[config.mk]
export PLATFORM = sky130hd
export DESIGN_NAME = dmem_sram_responder
export DESIGN_NICKNAME = d
export VERILOG_FILES = /design/src/rtl/dmem_sram_responder_pkg.sv /design/src/rtl/dmem_sram_responder_fifo.sv /design/src/rtl/dmem_sram_responder.sv
export SDC_FILE = /design/constraint.sdc
export NUM_CORES = 1
export LEC_CHECK = 0
export ABC_AREA = 0
export CORE_MARGIN = 3
export CORE_UTILIZATION = 46
export DETAILED_ROUTE_END_ITERATION = 8
export PLACE_DENSITY = 0.94
export SETUP_SLACK_MARGIN = 0.05
export SLEW_MARGIN = 20
export SYNTH_ARGS = -nofsm -noshare
export SYNTH_HDL_FRONTEND = slang
export SYNTH_SLANG_ARGS = --single-unit
[constraint.sdc]
create_clock -name clk -period 6 [get_ports clk]
set_input_delay 1.5 -clock clk [delete_from_list [all_inputs] [get_ports clk]]
set_output_delay 1.5 -clock clk [all_outputs]
set_load 0.01 [all_outputs]
[src/rtl/dmem_sram_responder_pkg.sv]
// Shared types for the data-bus responder: queued request record, service
// FSM states and access-size encodings.
package dmem_sram_responder_pkg;

    localparam logic [1:0] SIZE_B = 2'd0;
    localparam logic [1:0] SIZE_H = 2'd1;
    localparam logic [1:0] SIZE_W = 2'd2;

    typedef struct packed {
        logic        wt;
        logic [31:0] addr;
        logic [31:0] wd;
        logic [1:0]  size;
        logic [3:0]  strb;
    } dbus_req_t;

    typedef enum logic [1:0] {
        IDLE,
        WAIT,
        ACCESS,
        RESP
    } resp_state_t;

    // True when a store's byte strobes agree with its size and low address bits.
    function automatic logic strb_legal(input logic [1:0] size, input logic [1:0] lo,
                                        input logic [3:0] strb);
        case (size)
            SIZE_B:  strb_legal = (strb == (4'b0001 << lo));
            SIZE_H:  strb_legal = (lo == 2'd0 && strb == 4'b0011) ||
                                  (lo == 2'd2 && strb == 4'b1100);
            SIZE_W:  strb_legal = (strb == 4'b1111);
            default: strb_legal = 1'b0;
        endcase
    endfunction

endpackage

[src/rtl/dmem_sram_responder_fifo.sv]
// In-order request queue for the responder; the head entry is readable
// combinationally the cycle after it was pushed.
module dbus_req_fifo
    import dmem_sram_responder_pkg::*;
#(
    parameter int DEPTH = 2,
    localparam int CW = $clog2(DEPTH + 1),
    localparam int PW = (DEPTH > 1) ? $clog2(DEPTH) : 1
) (
    input  logic          clk,
    input  logic          reset,
    input  logic          push,
    input  logic          pop,
    input  dbus_req_t     push_data,
    output dbus_req_t     head,
    output logic          full,
    output logic          empty,
    output logic [CW-1:0] count
);

    dbus_req_t     mem [DEPTH];
    logic [PW-1:0] rd_ptr;
    logic [PW-1:0] wr_ptr;

    function automatic logic [PW-1:0] bump(input logic [PW-1:0] p);
        return (p == PW'(DEPTH - 1)) ? '0 : p + 1'b1;
    endfunction

    always_ff @(posedge clk) begin
        if (!reset) begin
            rd_ptr <= '0;
            wr_ptr <= '0;
            count  <= '0;
        end else begin
            if (push) wr_ptr <= bump(wr_ptr);
            if (pop)  rd_ptr <= bump(rd_ptr);
            if (push && !pop)
                count <= count + 1'b1;
            else if (pop && !push)
                count <= count - 1'b1;
        end
    end

    // Storage is not reset; an entry is only ever read after it was written.
    always_ff @(posedge clk) begin
        if (push) mem[wr_ptr] <= push_data;
    end

    assign head  = mem[rd_ptr];
    assign full  = (count == CW'(DEPTH));
    assign empty = (count == '0);

endmodule

[src/rtl/dmem_sram_responder.sv]
// Data-bus responder: queues commit-stage requests and services them in order
// against synchronous byte-enable block RAM with optional wait states.
module dmem_sram_responder
    import dmem_sram_responder_pkg::*;
#(
    parameter int DEPTH   = 2,
    parameter int LATENCY = 0,
    parameter int RAM_AW  = 14
) (
    input  logic              clk,
    input  logic              reset,
    input  logic              req,
    input  logic              wt,
    input  logic [31:0]       addr,
    input  logic [31:0]       wd,
    input  logic [1:0]        size,
    input  logic [3:0]        write_en,
    output logic              addr_ok,
    output logic              data_ok,
    output logic [31:0]       rdata,
    output logic              ram_en,
    output logic [3:0]        ram_we,
    output logic [RAM_AW-1:0] ram_addr,
    output logic [31:0]       ram_wd,
    input  logic [31:0]       ram_rd
);

    localparam int CW = $clog2(DEPTH + 1);

    resp_state_t   state, state_next;
    logic [3:0]    wait_cnt, wait_cnt_next;
    logic          start;
    logic          push, pop, full, empty;
    logic [CW-1:0] count;
    dbus_req_t     push_data, head;
    logic          unused_head_bits;

    // Loads may arrive with stray strobes from the commit mux, so they are dropped here.
    assign push_data = '{wt: wt, addr: addr, wd: wd, size: size,
                         strb: wt ? write_en : 4'b0000};
    assign addr_ok   = reset && req && !full;
    assign push      = addr_ok;
    assign pop       = reset && (state == RESP);

    dbus_req_fifo #(.DEPTH(DEPTH)) u_fifo (
        .clk       (clk),
        .reset     (reset),
        .push      (push),
        .pop       (pop),
        .push_data (push_data),
        .head      (head),
        .full      (full),
        .empty     (empty),
        .count     (count)
    );

    always_ff @(posedge clk) begin
        if (!reset) begin
            state    <= IDLE;
            wait_cnt <= '0;
        end else begin
            state    <= state_next;
            wait_cnt <= wait_cnt_next;
        end
    end

    always_comb begin
        state_next    = state;
        wait_cnt_next = wait_cnt;
        start         = 1'b0;
        ram_en        = 1'b0;
        ram_we        = 4'b0000;
        data_ok       = 1'b0;
        rdata         = 32'h0;
        case (state)
            IDLE: start = !empty || push;
            WAIT: begin
                if (wait_cnt == 4'd0)
                    state_next = ACCESS;
                else
                    wait_cnt_next = wait_cnt - 4'd1;
            end
            ACCESS: begin
                ram_en     = 1'b1;
                ram_we     = head.strb;
                state_next = RESP;
            end
            RESP: begin
                data_ok = 1'b1;
                rdata   = head.wt ? 32'h0 : ram_rd;
                if (count > CW'(1))
                    start = 1'b1;
                else
                    state_next = IDLE;
            end
            default: state_next = IDLE;
        endcase
        // A request entering service gets LATENCY wait cycles before its RAM access.
        if (start) begin
            if (LATENCY > 0) begin
                state_next    = WAIT;
                wait_cnt_next = 4'(LATENCY - 1);
            end else begin
                state_next = ACCESS;
            end
        end
        if (!reset) begin
            ram_en  = 1'b0;
            ram_we  = 4'b0000;
            data_ok = 1'b0;
            rdata   = 32'h0;
        end
    end

    assign ram_addr = head.addr[RAM_AW+1:2];
    assign ram_wd   = head.wd;

    assign unused_head_bits = ^{head.size, head.addr[31:RAM_AW+2], head.addr[1:0]};

    store_strb_legal: assert property (@(posedge clk) disable iff (!reset)
        (push && wt) |-> strb_legal(size, addr[1:0], write_en));

endmodule

==> images/detail.png <==
Bar = 10 µm. Window x 40 to 65, y 19 to 44 µm. Cells in gray, sequential cells in the stronger gray; small squares are vias.
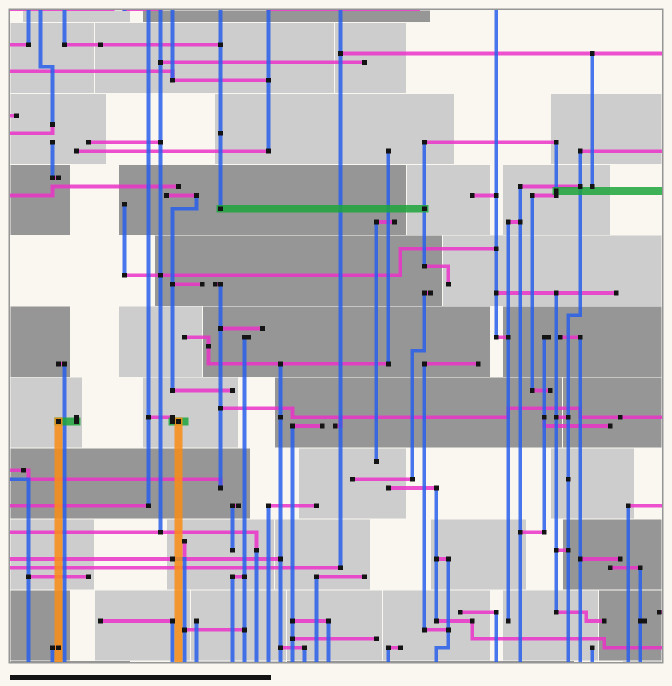
| color | layer |
|---|---|
| green | metal 3 |
| orange | metal 4 |
| blue | metal 2 |
| magenta | metal 1 |
cells with their middle in the window: 27
netlist names of flops here include: u_fifo.mem (6)
most frequent: clkdlybuf4s50_1 (9), edfxtp_1 (6), mux2_2 (5)
sequential cells in the window: 6

==> images/metal_density.png <==
The die is cut into 21 by 21 equal tiles; black is low, pale yellow is high, scaled to the fullest tile. Values are wire area over tile area, all layers added.
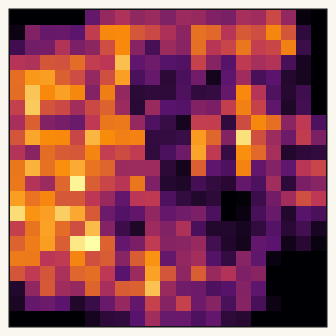
mean over tiles: 0.16
fullest tile: 0.41
densest ninth of the die: middle left
via count: 2988
DR WL/cell: 18.5 µm
gr usage total: 20.4%

==> images/clk_routes.png <==
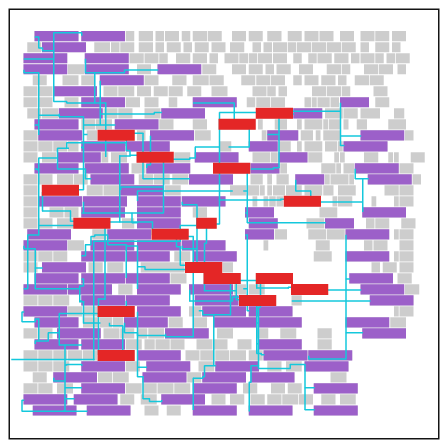
[purple] flip-flops | count: 113
[red] clock drivers | count: 17
[cyan] clock wires | length: 1440 µm
flops lie: all over the die
routed clock nets: 18
clock network fraction of total power: 42.4%
Clock Skew: 0.0159 ns

==> impl_metrics.env <==
# source this file to load flow results
export IMPL_drc_errors=0
export IMPL_vdd_drop_max_uv=260
export IMPL_largest_reg_flops=102
export IMPL_crit_top_cell="clkdlybuf4s50_1"
export IMPL_top_area_share_pct=66.9
export IMPL_holdWs_ns=0.519
export IMPL_synth_main_ff_cell="edfxtp_1"
export IMPL_synthAdderAreaFrac_pct=3.01
export IMPL_muxShareOfSynthArea_pct=12.6
export IMPL_grt_pass1_wl_um=17400
export IMPL_simple_gate_share_pct=8.03
export IMPL_nNetsFinal=575
export IMPL_mi_logic_area_um2=1220
export IMPL_warnings=53
export IMPL_n_fill_cell=592
export IMPL_fin_tns_setup_ns=0
export IMPL_synth_flops=113
export IMPL_ant_nets=0
export IMPL_tightest_slew_ns=0.980
export IMPL_synth_edff_count=102
export IMPL_outcome="completed"
export IMPL_worstSetupPathType="input port to output port"
export IMPL_swShare_pct=25.2
==> images/placement.png <==
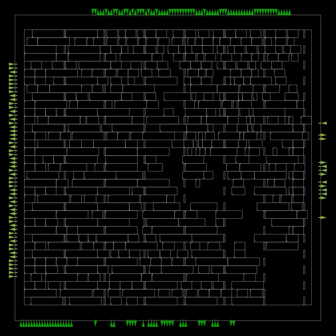
Final Util: 74.0%
flop count: 113
final non-filler cell total: 600

==> images/logic_types.png <==
Bar = 20 µm.
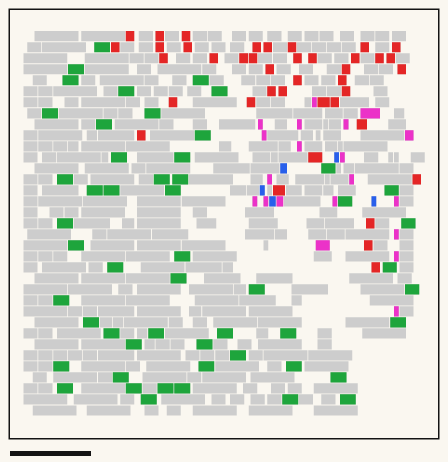
| color | family | cells |
|---|---|---|
| green | mux cells | 52 |
| magenta | nor cells | 20 |
| blue | nand cells | 5 |
| red | and/or cells | 40 |
logic share of the area: 17.5%
Commonest Layout Cell: clkdlybuf4s50_1

No activity file was given, so power comes from the tool's default toggle rates.
